--- src/rtl/store_buffer.sv ---
// Store buffer between the MEM stage and a single-port data memory.
// Queues stores, drains one per non-load cycle, and forwards pending data to loads.
module store_buffer #(
    parameter int DEPTH = 4,
    parameter int AW    = 16,
    parameter int DW    = 16
) (
    input  logic                       clk,
    input  logic                       rst_n,
    input  logic                       st_valid,
    input  logic [AW-1:0]              st_addr,
    input  logic [DW-1:0]              st_data,
    output logic                       st_ready,
    input  logic                       ld_valid,
    input  logic [AW-1:0]              ld_addr,
    output logic                       ld_hit,
    output logic [DW-1:0]              ld_data,
    output logic                       mem_write,
    output logic [AW-1:0]              mem_address,
    output logic [DW-1:0]              mem_write_data,
    output logic [$clog2(DEPTH):0]     count,
    output logic                       empty
);
    localparam int PW = $clog2(DEPTH);
    localparam int CW = PW + 1;

    logic [AW-1:0] addr_mem [DEPTH];
    logic [DW-1:0] data_mem [DEPTH];

    logic [PW-1:0] head_q, head_d;
    logic [PW-1:0] tail_q, tail_d;
    logic [CW-1:0] count_q, count_d;
    logic          enq;
    logic          drain;
    logic [DEPTH-1:0] match;

    assign empty    = (count_q == '0);
    assign st_ready = (count_q < CW'(DEPTH));
    assign enq      = st_valid && st_ready;
    assign drain    = !empty && !ld_valid;
    assign count    = count_q;

    always_comb begin
        head_d  = head_q;
        tail_d  = tail_q;
        count_d = count_q;
        if (drain) begin
            head_d = head_q + PW'(1);
        end
        if (enq) begin
            tail_d = tail_q + PW'(1);
        end
        if (enq && !drain) begin
            count_d = count_q + CW'(1);
        end else if (drain && !enq) begin
            count_d = count_q - CW'(1);
        end
    end

    always_ff @(posedge clk or negedge rst_n) begin
        if (!rst_n) begin
            head_q  <= '0;
            tail_q  <= '0;
            count_q <= '0;
        end else begin
            head_q  <= head_d;
            tail_q  <= tail_d;
            count_q <= count_d;
        end
    end

    // Entry contents need no reset: validity comes solely from head/count.
    always_ff @(posedge clk) begin
        if (enq) begin
            addr_mem[tail_q] <= st_addr;
            data_mem[tail_q] <= st_data;
        end
    end

    assign mem_write      = drain;
    assign mem_address    = empty ? '0 : addr_mem[head_q];
    assign mem_write_data = empty ? '0 : data_mem[head_q];

    // match[gi] refers to the gi-th oldest entry, so higher index means younger.
    generate
        for (genvar gi = 0; gi < DEPTH; gi++) begin : g_match
            assign match[gi] = (CW'(gi) < count_q) &&
                               (addr_mem[head_q + PW'(gi)] == ld_addr);
        end
    endgenerate

    always_comb begin
        ld_hit  = 1'b0;
        ld_data = '0;
        for (int k = 0; k < DEPTH; k++) begin
            if (match[k]) begin
                ld_hit  = 1'b1;
                ld_data = data_mem[head_q + PW'(k)];
            end
        end
    end

endmodule

--- config.mk ---
export PLATFORM = sky130hd
export DESIGN_NAME = store_buffer
export DESIGN_NICKNAME = d
export VERILOG_FILES = /design/src/rtl/store_buffer.sv
export SDC_FILE = /design/constraint.sdc
export NUM_CORES = 1
export LEC_CHECK = 0
export ABC_AREA = 0
export CAP_MARGIN = 40
export CORE_MARGIN = 2
export CORE_UTILIZATION = 53
export CTS_BUF_LIST = sky130_fd_sc_hd__clkbuf_8
export CTS_CLUSTER_DIAMETER = 40
export DETAILED_ROUTE_END_ITERATION = 12
export PLACE_DENSITY = 0.78
export SKIP_CTS_REPAIR_TIMING = 1
export SLEW_MARGIN = 40
export SYNTH_ARGS = -nofsm -noshare
export SYNTH_HDL_FRONTEND = slang
export SYNTH_SLANG_ARGS = --single-unit
--- constraint.sdc ---
create_clock -name clk -period 4 [get_ports clk]
set_clock_uncertainty 0.2 [all_clocks]
set_input_delay 0.6 -clock clk [delete_from_list [all_inputs] [get_ports clk]]
set_output_delay 0.6 -clock clk [all_outputs]
set_load 0.02 [all_outputs]
==> images/zoom.png <==
Window x 90 to 110, y 23 to 43 µm. Cells in gray, sequential cells in the stronger gray; small squares are vias.
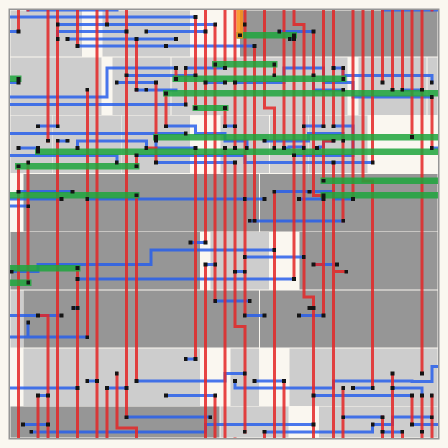
- met2: red
- met3: green
- met4: orange
- met1: blue
- sequential cells in the window: 8
- netlist names of flops here include: addr_mem (8)
- most frequent: edfxtp_1 (8), mux4_2 (4)
- cells with their middle in the window: 26

==> images/clock_map.png <==
Scale: 2 px per µm.
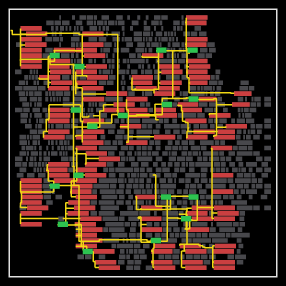
- flip-flops: red (count 135)
- cells driving clock nets: green (count 17)
- clock wires: yellow (length 1440 µm)
- flops lie: all over the die
- routed clock nets: 18

==> flow_summary.yaml <==
# synthesis and place-and-route metrics
yosys:
  numSynthFlops: 135
  synth_cell_types: 50
  aoi_share_pct: 9.982
  syn_inst: 721
  synth_area_um2: 8812
  synth_nets: 782
  adder_share_pct: 1.278
  logic_family: "multiplexers"
  ys_warn_count: 0
  flop_cell: "edfxtp_1"
  ys_cells: 721
  avgSynthCellArea_um2: 12.22
  xor_share_pct: 6.659
  mux_area_share_pct: 23.09
  ys_area_um2: 8812
  async_reset_ff_share_pct: 5.185
  edf_count: 128
  synth_seq_share_pct: 45.61
placed_design:
  numPortBuffers: 106
  placed_cells: 1089
  dp_hpwl_um: 15670
  postPlaceCellArea_um2: 10640
  gp_congestion: 0.8732
  post-place-ws_ns: -0.4762
final_timing:
  setup_slack_ns: -0.4352
  hold_viol: 0
  setup_viol: 17
  finalClockPeriodUsage_pct: 110.9
  rsz0062_at_grt: "yes"
  max_slew_margin_pct: 62.38
  max_freq_ghz: 0.2255
  whs_ns: 0.2144
  drv_slew: 0
  period_minus_slack_ns: 4.435
  worstMarginPinSlew_ns: 0.5643
  tns_ns: -6.930
power_and_ir_drop:
  switching_power_uw: 3261
  p_sw_share_pct: 40.33
  seq-power_uw: 1930
  p_clk_share_pct: 14.3
  p_clk_uw: 1150
  p_comb_share_pct: 61.8
  intPower_uw: 4825
  p_total_uw: 8086
  sequentialPowerShare_pct: 23.9
  top_power_group: "combinational cells"
  vdd_drop_max_mv: 0.3049
  p_leak_uw: 0.004350
  comb_cell_power_uw: 5000
  powerDensity_nw_per_um2: 709.3
status:
  violations: "negative setup slack"
  run_status: "finished with violations"
worst_setup_path:
  critPathCaptureType: "output port"
  r2r_slack_ns: 1.44
  reg2reg_from: "count[0]$_DFFE_PN0P_"
  crit_chain: "buf_12, buf_12, mux4_2, xnor2_2, buf_4, nand4_1, or4_4, o211ai_4, buf_6, nor2_1, o221a_1, buf_2"
  required_ns: 3.20
  cpPeakStageDelay_ns: 0.53
  critPathLaunch: "head_q[0]$_DFFE_PN0P_"
  slowest_stage: "mux4_2"
  start_kind: "flop"
  critical_path_arrival_ns: 3.64
  worstPathMaxFanout: 7
  crit_top_cell: "buf_12"
  critical_path_class: "reg -> out"
  rr_endpoint: "count[2]$_DFFE_PN0P_"
  r2r_cells: 10
  crit_end: "ld_data[8]"
cells_and_area:
  layout_top_cells: "128 x edfxtp_1, 101 x buf_4, 89 x clkdlybuf4s50_1, 77 x nor2_1, 62 x mux2i_1"
  lay_top_count: "edfxtp_1"
  logic_area_um2: 4542
  syn_to_final_growth_pct: 29.38
  drive_gt1_share_pct: 30.29
  final_cell_area_um2: 11400
  post_layout_nonfiller_instances: 1141
  final_util_pct: 69.49
  n_antenna_cell: 0
  nFillCells: 1085
  regArea_um2: 4026
floorplan:
  fp.dieW_um: 132.9
  rows: 47
  coreArea_um2: 16410
  die-area_um2: 17670
  die_h_um: 132.9
  initCoreUtil_pct: 53.71
  ios: 107
clock_tree:
  cts_tree: "done"
  clock_sinks: 135
  root_buffer: "clkbuf_8"
  cts_buffer_depth: 2
  htree_levels: 4
  numCtsBuffers: 17
  worstSkewPairLatency_ns: 0.45
  clkTransAtPathRegs_ns: 0.08
min_path:
  hp-class: "in -> async"
grt:
  overflow: 0
  first_global_vias: 6729
  antenna_found_initial: 0
  grt_max_degree: 62
  grt_pass1_wl_um: 34570
route:
  final_antenna_net_count: 0
  totalWireLength_um: 23400
  routedWlPerCell_um: 20.51
  drc: 0
  num_vias: 6780
  vias_per_cell: 5.942
  firstDrtPassIters: 5
  drtIter0Drc: 654
run:
  maxCapViolations: 0
  warnings: 34
==> images/final_congestion.png <==
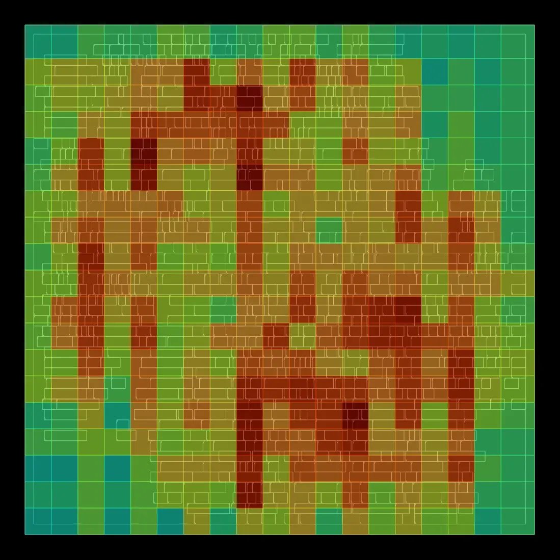
global-route usage over all layers: 25.25%
met3 GRT Util: 5.287%

==> registers in the layout (all words and copies together) (netlist names) <==
register / count
addr_mem: 64
count: 3
head_q: 2
tail_q: 2
data_mem: 64
==> layout make-up <==
cell class	instances	area share (%)
Clock inverter	15	1.536
Multi-Input combinational cell	518	39.84
Tap cell	220	2.414
Sequential cell	135	35.32
Inverter	9	0.2963
Timing Repair Buffer	227	18.55
Clock buffer	17	2.052
==> critical path, delay by kind of cell (launching register included) <==
kind | cells | cell delay, ns
and+or+nand+nor | 3 | 0.69
xor gates and xnor gates | 1 | 0.18
AOI/OAI and AO/OA | 2 | 0.55
buffers and inverters | 5 | 0.77
DFF | 1 | 0.44
muxes | 1 | 0.53
==> routing by layer <==
layer  wire length, µm  global-route usage [%]
met4               690                   10.04
met3              1721                   5.287
met5                 0                       0
met2             11870                   43.03
met1              9125                   31.61
==> cells in the mapped netlist, types with 2 or more instances <==
cell,count,share of area [%]
o21ai_0,37,2.1
inv_1,8,0.34
o22ai_1,3,0.21
mux4_1,11,3.3
nand2_1,39,1.7
buf_12,5,1.1
mux4_2,29,7.4
nor2b_1,15,1.1
buf_6,3,0.38
buf_1,16,0.68
o211ai_1,8,0.68
nand3_1,2,0.11
o221a_2,7,0.89
dfrtp_1,7,2.0
o211ai_2,10,1.4
nor2_1,77,3.3
nor4b_1,2,0.20
and2_1,4,0.28
mux2i_1,63,7.2
clkbuf_1,30,1.3
xnor2_1,39,3.9
buf_4,3,0.26
ha_1,9,1.3
a2111oi_0,3,0.30
o221a_1,9,1.2
nor4_1,3,0.21
a21oi_1,35,2.0
xor2_1,28,2.8
o2111a_1,2,0.26
buf_2,3,0.17
a222oi_1,2,0.23
nand4_1,8,0.57
edfxtp_1,128,44
nand2b_1,17,1.2
mux2_2,41,5.2
